### src/rtl/store_buffer.sv
// store_buffer
//   Store-side write buffer between the MEM stage and the data-memory write
//   port. Each RISC-V store (SB/SH/SW/SD) is lane-aligned: data is replicated
//   across the word and byte strobes are built. The result is queued in a
//   small FIFO that drains over a valid/ready handshake. This keeps memory
//   write stalls from reaching the pipeline.
//
// Parameters
//   XLEN   datapath width, 32 or 64
//   DEPTH  FIFO entries, power of two, >= 2
//
// Ports
//   clk, rst_n            clock (rising edge), asynchronous active-low reset
//   st_valid / st_ready   store request handshake (st_ready = buffer not full)
//   st_funct3             store width: 000 SB, 001 SH, 010 SW, 011 SD (XLEN=64)
//   st_addr, st_data      byte address and right-justified store data
//   st_err                one-cycle pulse: illegal funct3 was dropped
//   st_misalign           one-cycle pulse: misaligned store was dropped
//   mem_valid / mem_ready head-of-queue handshake toward memory
//   mem_addr, mem_wdata   word-aligned address and lane-replicated data
//   mem_wstrb             byte enables
//   count, empty          occupancy
//
// Configuration macro
//   MISALIGN_EXC_EN  when defined, misaligned SH/SW/SD stores are dropped and
//                    flagged on st_misalign. When undefined, the low address
//                    bits below the access size are ignored and st_misalign
//                    stays 0.

module store_buffer #(
  parameter int XLEN  = 32,
  parameter int DEPTH = 4
) (
  input  logic                     clk,
  input  logic                     rst_n,
  input  logic                     st_valid,
  output logic                     st_ready,
  input  logic [2:0]               st_funct3,
  input  logic [XLEN-1:0]          st_addr,
  input  logic [XLEN-1:0]          st_data,
  output logic                     st_err,
  output logic                     st_misalign,
  output logic                     mem_valid,
  input  logic                     mem_ready,
  output logic [XLEN-1:0]          mem_addr,
  output logic [XLEN-1:0]          mem_wdata,
  output logic [XLEN/8-1:0]        mem_wstrb,
  output logic [$clog2(DEPTH):0]   count,
  output logic                     empty
);

  localparam int NB   = XLEN / 8;
  localparam int OFFW = $clog2(NB);
  localparam int PTRW = $clog2(DEPTH);
  localparam int CNTW = PTRW + 1;

  logic [OFFW-1:0] off;
  logic            legal;
  logic [XLEN-1:0] laneData;
  logic [NB-1:0]   laneStrb;
  logic [XLEN-1:0] alignedAddr;

  logic            accept;
  logic            push;
  logic            pop;
  logic            full;
  logic            misalignDrop;

  logic [PTRW-1:0] wrPtr_q, wrPtr_d;
  logic [PTRW-1:0] rdPtr_q, rdPtr_d;
  logic [CNTW-1:0] count_q, count_d;
  logic            stErr_q, stErr_d;

  logic [XLEN-1:0] addrMem_q  [DEPTH];
  logic [XLEN-1:0] wdataMem_q [DEPTH];
  logic [NB-1:0]   strbMem_q  [DEPTH];

  assign off         = st_addr[OFFW-1:0];
  assign alignedAddr = {st_addr[XLEN-1:OFFW], {OFFW{1'b0}}};

  // Lane formation: replicate the store data across every lane of its size.
  // Strobes start at the naturally aligned offset, so the offset bits below
  // the access size are masked off before shifting.
  always_comb begin
    legal    = 1'b0;
    laneData = '0;
    laneStrb = '0;
    case (st_funct3)
      3'b000: begin
        legal    = 1'b1;
        laneData = {NB{st_data[7:0]}};
        laneStrb = NB'(1) << off;
      end
      3'b001: begin
        legal    = 1'b1;
        laneData = {(NB/2){st_data[15:0]}};
        laneStrb = NB'(2'b11) << (off & ~OFFW'(1));
      end
      3'b010: begin
        legal    = 1'b1;
        laneData = {(NB/4){st_data[31:0]}};
        laneStrb = NB'(4'hF) << (off & ~OFFW'(3));
      end
      3'b011: begin
        legal    = (XLEN == 64);
        laneData = st_data;
        laneStrb = '1;
      end
      default: begin
        legal    = 1'b0;
      end
    endcase
  end

`ifdef MISALIGN_EXC_EN
  logic misalignHit;
  logic stMisalign_q, stMisalign_d;

  // A store is misaligned when its offset is not a multiple of its size.
  always_comb begin
    misalignHit = 1'b0;
    case (st_funct3)
      3'b001:  misalignHit = off[0];
      3'b010:  misalignHit = |off[1:0];
      3'b011:  misalignHit = |off;
      default: misalignHit = 1'b0;
    endcase
  end

  assign misalignDrop = accept && legal && misalignHit;
  assign stMisalign_d = misalignDrop;
  assign st_misalign  = stMisalign_q;

  // Registered misalignment pulse for the cycle after the drop.
  always_ff @(posedge clk or negedge rst_n) begin
    if (!rst_n) begin
      stMisalign_q <= 1'b0;
    end else begin
      stMisalign_q <= stMisalign_d;
    end
  end
`else
  assign misalignDrop = 1'b0;
  assign st_misalign  = 1'b0;
`endif

  // st_ready depends only on occupancy. A full buffer refuses a new store
  // even in a cycle when the head is draining.
  assign full     = (count_q == CNTW'(DEPTH));
  assign st_ready = !full;
  assign accept   = st_valid && st_ready;
  assign push     = accept && legal && !misalignDrop;
  assign empty    = (count_q == '0);
  assign mem_valid = !empty;
  assign pop      = mem_valid && mem_ready;
  assign count    = count_q;

  // The illegal-op pulse flags any presented illegal store, whether or not
  // the buffer is full at the time.
  assign stErr_d = st_valid && !legal;
  assign st_err  = stErr_q;

  // Pointer and occupancy next state. Pointers wrap naturally because DEPTH
  // is a power of two. The extra count bit separates full from empty.
  always_comb begin
    wrPtr_d = wrPtr_q;
    rdPtr_d = rdPtr_q;
    count_d = count_q;
    if (push) begin
      wrPtr_d = wrPtr_q + PTRW'(1);
    end
    if (pop) begin
      rdPtr_d = rdPtr_q + PTRW'(1);
    end
    case ({push, pop})
      2'b10:   count_d = count_q + CNTW'(1);
      2'b01:   count_d = count_q - CNTW'(1);
      default: count_d = count_q;
    endcase
  end

  // Control state is reset asynchronously. Reset drops all queued entries.
  always_ff @(posedge clk or negedge rst_n) begin
    if (!rst_n) begin
      wrPtr_q <= '0;
      rdPtr_q <= '0;
      count_q <= '0;
      stErr_q <= 1'b0;
    end else begin
      wrPtr_q <= wrPtr_d;
      rdPtr_q <= rdPtr_d;
      count_q <= count_d;
      stErr_q <= stErr_d;
    end
  end

  // Entry storage needs no reset. Stale contents are never visible because
  // the outputs are masked while the queue is empty.
  always_ff @(posedge clk) begin
    if (push) begin
      addrMem_q[wrPtr_q]  <= alignedAddr;
      wdataMem_q[wrPtr_q] <= laneData;
      strbMem_q[wrPtr_q]  <= laneStrb;
    end
  end

  // The head entry drives the memory port. It is held until popped, so it
  // stays stable while memory stalls.
  always_comb begin
    mem_addr  = '0;
    mem_wdata = '0;
    mem_wstrb = '0;
    if (!empty) begin
      mem_addr  = addrMem_q[rdPtr_q];
      mem_wdata = wdataMem_q[rdPtr_q];
      mem_wstrb = strbMem_q[rdPtr_q];
    end
  end

endmodule
### config.mk
export PLATFORM = sky130hd
export DESIGN_NAME = store_buffer
export DESIGN_NICKNAME = d
export VERILOG_FILES = /design/src/rtl/store_buffer.sv
export SDC_FILE = /design/constraint.sdc
export NUM_CORES = 1
export LEC_CHECK = 0
export CAP_MARGIN = 20
export CORE_MARGIN = 4
export CORE_UTILIZATION = 55
export CTS_CLUSTER_DIAMETER = 100
export CTS_CLUSTER_SIZE = 25
export DETAILED_ROUTE_END_ITERATION = 8
export PLACE_DENSITY = 0.85
export SKIP_CTS_REPAIR_TIMING = 1
export SYNTH_ARGS = -nofsm -noshare
export SYNTH_HDL_FRONTEND = slang
export SYNTH_SLANG_ARGS = --single-unit
### constraint.sdc
create_clock -name clk -period 7.7 [get_ports clk]
set_input_delay 0.77 -clock clk [delete_from_list [all_inputs] [get_ports clk]]
set_output_delay 0.77 -clock clk [all_outputs]
set_load 0.1 [all_outputs]
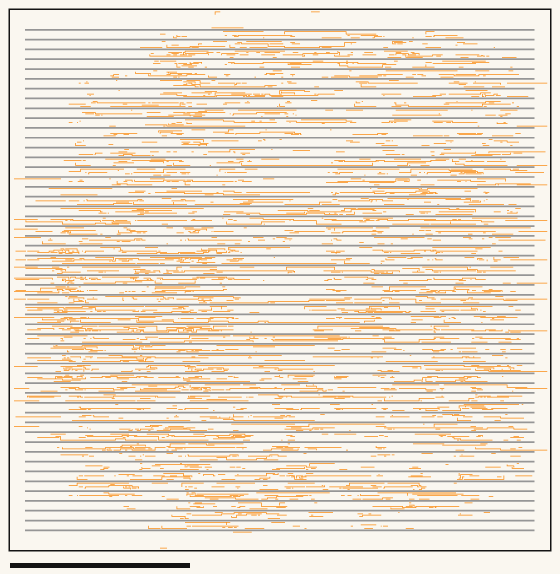
run_1/layer_met1.png
The bar under the picture is 50 µm long. Supply wires on this layer in grey.
main direction: horizontal
nets with wire on the layer: 703
share of all routed wire: 42%
wire length on this layer: 8,910 µm
longest straight run: 39.6 µm
met1 Use GR: 27.8%
drt total wl: 21.4 mm
detailed-route via count: 5,612

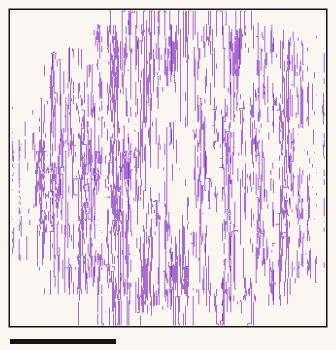
run_1/layer_met2.png
The bar under the picture is 50 µm long.
wire length on this layer: 10,700 µm
nets with wire on the layer: 705
main direction: vertical
GR Util met2: 32.2%

==> results_dict.tcl, run 1 <==
# metrics dict for downstream scripts
set metrics [dict create \
    grt_pass1_vias 5806 \
    syn_area_um2 11000 \
    r2r_slack_ns 5.02 \
    synthArstFlopShare_pct 2.94 \
    rsz0062_at_grt "false" \
    reg2reg_from "count[0]" \
    stdcell_count 963 \
    fin_setup_tns_ns 0 \
    synth.most_common_cell "edfxtp_1" \
    ys_ff 272 \
    first_iter_violations 502 \
    cp-start-kind "flop" \
    cts_tree "built" \
    fmax_mhz 217 \
    insertion_delay_ns 0.47 \
    simple_gate_share_pct 6.06 \
    cts_root_buf "clkbuf_16" \
    grtUsageTotal_pct 19.3 \
    top_cells_by_count "edfxtp_1, and2_1, mux4_2" \
    relSlewSlack_pct 30.7 \
    grt_overflow_total 0 \
    ios 147 \
    final_hold_viol_count 0 \
    top_area_cell "edfxtp_1" \
    grt_pass1_wl_mm 32.9 \
    place_inst 944 \
    adder_share_pct 0.748 \
    rr_worst_depth 7 \
    grt_max_degree 68 \
    wl_per_cell_um 22.2 \
    crit_end "mem_wdata[17]" \
    outcome "completed" \
    min_path_cells 1 \
    syn_inst 566 \
    top_regs "wdataMem_q: 128 flops, addrMem_q: 120 flops, strbMem_q: 16 flops" \
    drive_gt1_share_pct 14.6 \
    fp.dieArea_um2 22400 \
    cp_slowest_cell "clkdlybuf4s50_1" \
    yosysWarnings 0 \
    worstPathArrival_ns 3.84 \
    required_ns 6.93 \
    worst_pin_slew_ns 1.04 \
    largest_register_ff_count 128 \
    top_register "wdataMem_q" \
    fp.dieW_um 150 \
    clk_pin_slew_ns 0.09 \
    fp_util_pct 56.3 \
    drt_pass1_iterations 5 \
    period_needed_ns 4.61 \
    top_cell_area_share_pct 71.8 \
]
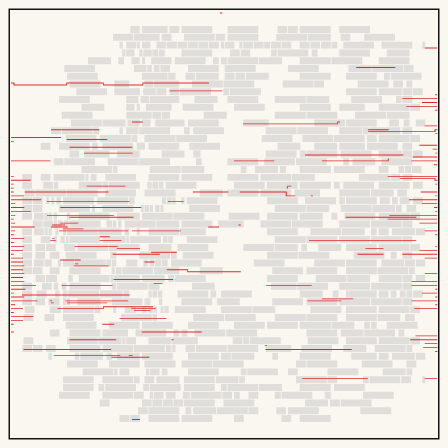
run_1/layer_met3.png
Cells faint in the background.
main direction: horizontal
nets with wire on the layer: 138
grt met3 use: 3.24%

-- run 1: kinds of logic after synthesis --
| group | count (synthesis) |
|---|---|
| compound gates | 31 |
| xor+xnor | 6 |
| fa+ha+maj | 6 |
| buf+inv | 45 |
| flops | 272 |
| mux | 84 |
| other cells | 1 |
| simple gates | 121 |
-- run 1: metal layers --
metal / vias up / share of wire, % / global-route usage, %
met2: 233 / 50 / 32.2
met1: 2908 / 42 / 27.8
met5: - / 0 / 0
met4: 0 / 1.4 / 3.43
met3: 24 / 7.3 / 3.24
li1: 2447 / - / -
-- run 1: metrics by stage --
step                hold slack, ns
floorplan                    0.474
global placement             0.488
detailed placement           0.516
CTS                          0.529
global route                 0.566
finish                       0.528
-- run 1: placed cells by master (no fill, tap or decap), types with 4 or more instances in the layout --
| cell | instances |
|---|---|
| nor2b_1 | 9 |
| and2_4 | 4 |
| mux4_2 | 66 |
| mux2_2 | 8 |
| dfrtp_1 | 6 |
| and2_1 | 67 |
| a21oi_1 | 21 |
| edfxtp_1 | 264 |
| inv_1 | 8 |
| ha_1 | 5 |
| mux2i_1 | 9 |
| clkbuf_16 | 15 |
| nor2_1 | 12 |
| clkdlybuf4s50_1 | 143 |
| nand2_1 | 24 |
| o21ai_0 | 10 |
-- run 1: cell type report --
type	instances	area, µm²	area share (%)
inverters	9	33.8	0.259
flip-flops and latches	272	8140	62.4
repair buffers	147	1470	11.3
clock buffers	18	387	2.97
well taps	265	332	2.54
multi-input cells	251	2660	20.4
clock inverters	1	5.00	0.0384
run_1/layer_met4.png
The bar under the picture is 50 µm long. Supply wires on this layer in grey.
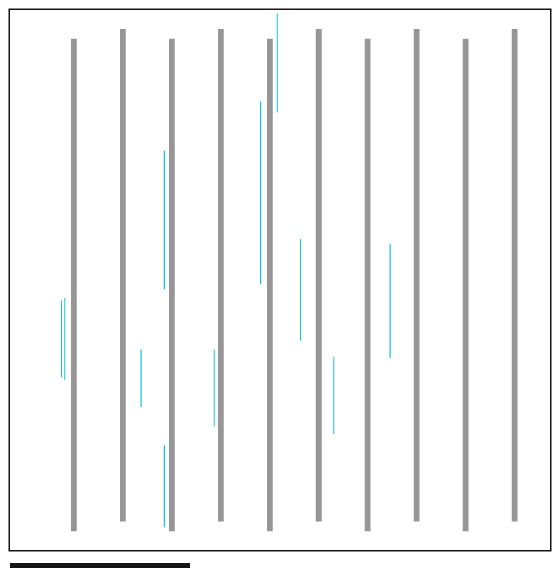

==> run 2, diff against run 1 <==
- clock period: 7.7 -> 4.6 ns (I/O delays scaled with it)
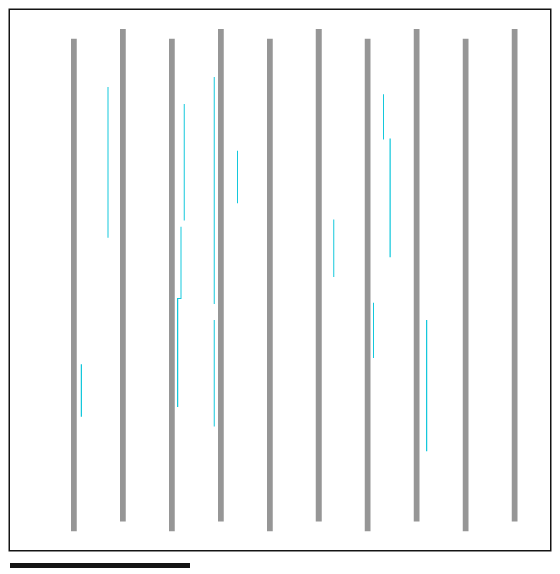
run_2/layer_met4.png
The bar under the picture is 50 µm long. Supply wires on this layer in grey.
main direction: vertical
longest straight run: 62.6 µm
nets with wire on the layer: 7
drt total wl: 21.6 mm
detailed-route via count: 5,570

==> run 2 against run 1 <==
Clock-buffer cell count unchanged; non-clock buffer count grew 2; cell count is 0.21% higher; utilization grew 0.13 points; first-iteration DRC count down 19%; highest routed layer unchanged; critical endpoint is now mem_wdata[22].
==> results_dict.tcl, run 2 <==
# metrics dict for downstream scripts
set metrics [dict create \
    stdcell_count 965 \
    cts_tree "built" \
    top_cell_area_share_pct 71.8 \
    ys_ff 272 \
    reg2reg_from "count[0]" \
    tool_warnings 29 \
    final_hold_viol_count 0 \
    yosys_cells 566 \
    slew_viol_final 0 \
    top_cells_by_count "edfxtp_1, and2_1, mux4_2" \
    port_buffers 143 \
    syn2layout_area_growth_pct 18.3 \
    setup_violations 0 \
    syn_avg_cell_area_um2 19.5 \
    nets 774 \
    drt_pass1_iterations 5 \
    synth.most_common_cell "edfxtp_1" \
    first_iter_violations 409 \
    fin_crit_sh_pct 83.5 \
    insertion_delay_ns 0.48 \
    place_inst 946 \
    grt_max_degree 68 \
    final_cell_mix "edfxtp_1, clkdlybuf4s50_1, and2_1, mux4_2, nand2_1" \
    ios 147 \
    cts_root_buf "clkbuf_16" \
    required_ns 4.14 \
    gp_congestion 0.769 \
    worst-setup-path-type "flop to primary output" \
    syn_area_um2 11000 \
    top_register "wdataMem_q" \
    syn_inst 566 \
    period_needed_ns 3.84 \
    relSlewSlack_pct 30.7 \
    grt_overflow_total 0 \
    drv_cap 0 \
    topCellsByArea "edfxtp_1, mux4_2, and2_1" \
    drive_gt1_share_pct 15.0 \
    yosysWarnings 0 \
    largest_register_ff_count 128 \
    wl_per_cell_um 22.4 \
    fmax_mhz 260 \
    clk_pin_slew_ns 0.09 \
    die_h_um 150 \
    rsz0062_at_grt "false" \
    top_area_cell "edfxtp_1" \
    outcome "completed" \
    cp-start-kind "flop" \
    worstPathArrival_ns 3.38 \
    crit_path_end_kind "primary output" \
    fin_setup_tns_ns 0 \
    fill_cells 1304 \
    cp_slowest_cell "clkdlybuf4s50_1" \
    grt_pass1_vias 5885 \
    crit_chain "buf_4 > mux4_2 > and2_1 > clkdlybuf4s50_1" \
    worst_pin_slew_ns 1.04 \
    fp.dieW_um 150 \
    top_regs "wdataMem_q: 128 flops, addrMem_q: 120 flops, strbMem_q: 16 flops" \
    fp.dieArea_um2 22400 \
    crit_family "buffers and inverters" \
    final_common_cell "edfxtp_1" \
    grt_pass1_wl_mm 33.4 \
    fp_util_pct 56.3 \
    worstSetupStartpoint "rdPtr_q[0]" \
    grtUsageTotal_pct 19.5 \
    synthArstFlopShare_pct 2.94 \
]
==> run 2: cells by family after synthesis <==
kind of cell    Yosys count  share of synthesized area [%]
flops                   272                           73.7
simple gates            121                           6.06
mux                      84                           15.2
buf+inv                  45                           2.38
compound gates           31                           1.41
fa+ha+maj                 6                          0.748
xor+xnor                  6                          0.476
other cells               1                         0.0340
==> run 2: worst paths after layout <==
check / to / slack, ns / cells past startpoint
max reg2reg: count[2] / 2.28 / 8
min in group clk: count[2] / 0.51 / 1
max: mem_wdata[22] / 0.76 / 4
min reg2reg: count[2] / 0.51 / 1
max in group asynchronous: rdPtr_q[1] / 4.05 / 1
min: count[1] / 0.26 / 1
==> run 2: metrics by stage <==
stage          hold slack, ns  setup slack (ns)  cell area (µm²)  util [%]
4_1_cts                 0.244             0.658            13100      66.6
2_1_floorplan           0.164             0.408            11000         -
6_report                0.257             0.760            13100      66.6
3_3_place_gp            0.487              1.21            12600      64.5
5_1_grt                 0.273             0.552            13100      66.6
3_5_place_dp            0.495              1.19            12700      64.6
==> run 2: cell type report <==
type | instances | area, µm² | share of cell area [%]
Timing Repair Buffer | 149 | 1500 | 11.5
Inverter | 9 | 33.8 | 0.259
Sequential cell | 272 | 8140 | 62.3
Tap cell | 265 | 332 | 2.54
Clock inverter | 1 | 5.00 | 0.0383
Multi-Input combinational cell | 251 | 2660 | 20.4
Clock buffer | 18 | 387 | 2.96
==> run 2: metal layers <==
metal | track usage, % | vias to the layer above | wire length (µm)
met5 | 0 | - | 0
met4 | 3.94 | 0 | 355
met3 | 3.42 | 25 | 1510
met2 | 32.7 | 236 | 10800
met1 | 27.5 | 2861 | 8890
li1 | - | 2448 | -
run_2/layer_met2.png
The bar under the picture is 50 µm long.
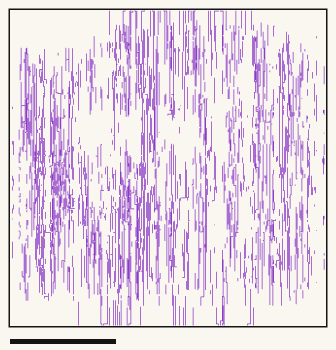

==> run 3, diff against run 2 <==
- CORE_UTILIZATION: 55 -> 50
- PLACE_DENSITY: 0.85 -> 0.81
- clock period: 4.6 -> 3.4 ns (I/O delays scaled with it)
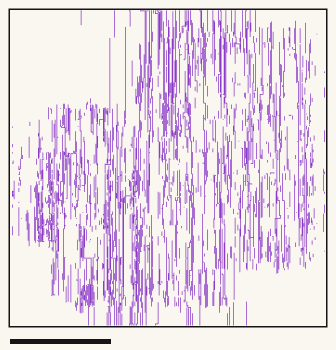
run_3/layer_met2.png
The bar under the picture is 50 µm long.
wire length on this layer: 10,900 µm
nets with wire on the layer: 705
GR Util met2: 29.4%
drt total wl: 21.7 mm
detailed-route via count: 5,541

==> run 3 against run 2 <==
Die size rose by 9.5%; design area fell by 0.46%; global-route usage fell by 1.9 points; via count fell by 0.52%; cell count rose by 2.7%; worst setup slack got worse by 0.22 ns; wire length rose by 0.38%; clock skew rose by 0.0029 ns; area after synthesis did not move; largest cell class unchanged.
==> results_dict.tcl, run 3 <==
# metrics dict for downstream scripts
set metrics [dict create \
    grtUsageTotal_pct 17.6 \
    yosysWarnings 0 \
    ios 147 \
    die_h_um 157 \
    crit_path_end_kind "primary output" \
    required_ns 3.06 \
    postLayoutCellArea_um2 13000 \
    synth.most_common_cell "edfxtp_1" \
    fmax_mhz 349 \
    fp.dieArea_um2 24500 \
    gp_congestion 0.785 \
    topCellsByArea "edfxtp_1, mux4_2, and2_1" \
    grt.busiest_layer "met2" \
    fp.dieW_um 157 \
    cts_buffers 14 \
    grt_pass1_wl_mm 33.0 \
    final_cell_mix "edfxtp_1, buf_4, clkdlybuf4s50_1, and2_1, mux4_2" \
    rr_worst_depth 9 \
    fin_setup_tns_ns 0 \
    clk_pin_slew_ns 0.10 \
    port_buffers 143 \
    synthTopLogicFamily "multiplexers" \
    final_common_cell "edfxtp_1" \
    syn_area_um2 11000 \
    rsz0062_at_grt "false" \
    top_layer "met4" \
    syn_inst 566 \
    dr_wl_met3_mm 1.69 \
    top_regs "wdataMem_q: 128 flops, addrMem_q: 120 flops, strbMem_q: 16 flops" \
    syn2layout_area_growth_pct 17.8 \
    cts_tree "built" \
    first_iter_violations 431 \
    grtUsageMet3_pct 2.82 \
    ys_sh_aoi_pct 1.41 \
    slew_viol_final 0 \
    relSlewSlack_pct 33.4 \
    worst_pin_slew_ns 0.995 \
    insertion_delay_ns 0.48 \
    place_area_um2 12600 \
    outcome "completed" \
    met1_length_mm 8.81 \
    yosys_cells 566 \
    period_needed_ns 2.86 \
    top_area_cell "edfxtp_1" \
    top_cell_area_share_pct 71.8 \
    fin_ws_ns 0.538 \
    gr-usage-met1_pct 25.2 \
    drt_pass1_iterations 5 \
    wl_met2_mm 10.9 \
    syn_avg_cell_area_um2 19.5 \
    synthXorXnorAreaFrac_pct 0.476 \
    adder_share_pct 0.748 \
    dpl_worst_slack_ns 0.752 \
    largest_register_ff_count 128 \
    tool_warnings 30 \
    top_register "wdataMem_q" \
    fin_crit_sh_pct 84.2 \
    top_cells_by_count "edfxtp_1, and2_1, mux4_2" \
    fp_util_pct 50.7 \
    grt_max_degree 70 \
    grt_overflow_total 0 \
    cp-start-kind "flop" \
    wl_per_cell_um 21.9 \
    setup_violations 0 \
]
[run 3: cell count changes in the layout (fill, tap and decap cells not counted), sizes merged]
| cell | change |
|---|---|
| buf | +77 |
| clkbuf | +1 |
| clkdlybuf4s50 | -67 |
[run 3: metrics by stage]
stage	utilization (%)	std cells
floorplan	-	568
finish	59.7	991
global route	59.7	991
CTS	59.7	991
global placement	57.9	971
detailed placement	57.9	971
[run 3: kinds of logic (layout without fill, tap and decap cells)]
logic type,count (synthesis),count (layout)
DFF,272,272
and+or+nand+nor,121,121
muxes,84,84
buffers and inverters,45,188
AOI/OAI and AO/OA,31,31
adders and majority gates,6,6
xor gates and xnor gates,6,6
other,1,3
[run 3: path summary, 6_finish.rpt]
kind / slack (ns) / end / startpoint
max in group asynchronous: 2.94 / rdPtr_q[0] / rst_n
min in group clk: 0.47 / st_err / st_valid
max: 0.54 / mem_wdata[27] / rdPtr_q[0]
min reg2reg: 0.52 / count[2] / count[2]
min: 0.15 / rdPtr_q[1] / rst_n
max reg2reg: 1.02 / count[2] / count[0]
[run 3: area by class of cell]
class,count,area [µm²]
Tap cell,280,350
Sequential cell,272,8130
Timing Repair Buffer,159,1420
Clock buffer,19,390
Multi-Input combinational cell,251,2660
Inverter,9,33.8
Fill cell,1556,8760
Clock inverter,1,5.00
[run 3: critical path: stages (launching register included)]
cell	delay (ns)
dfrtp_4	0.73
buf_4	0.32
mux4_2	0.56
and2_1	0.19
buf_4	0.23
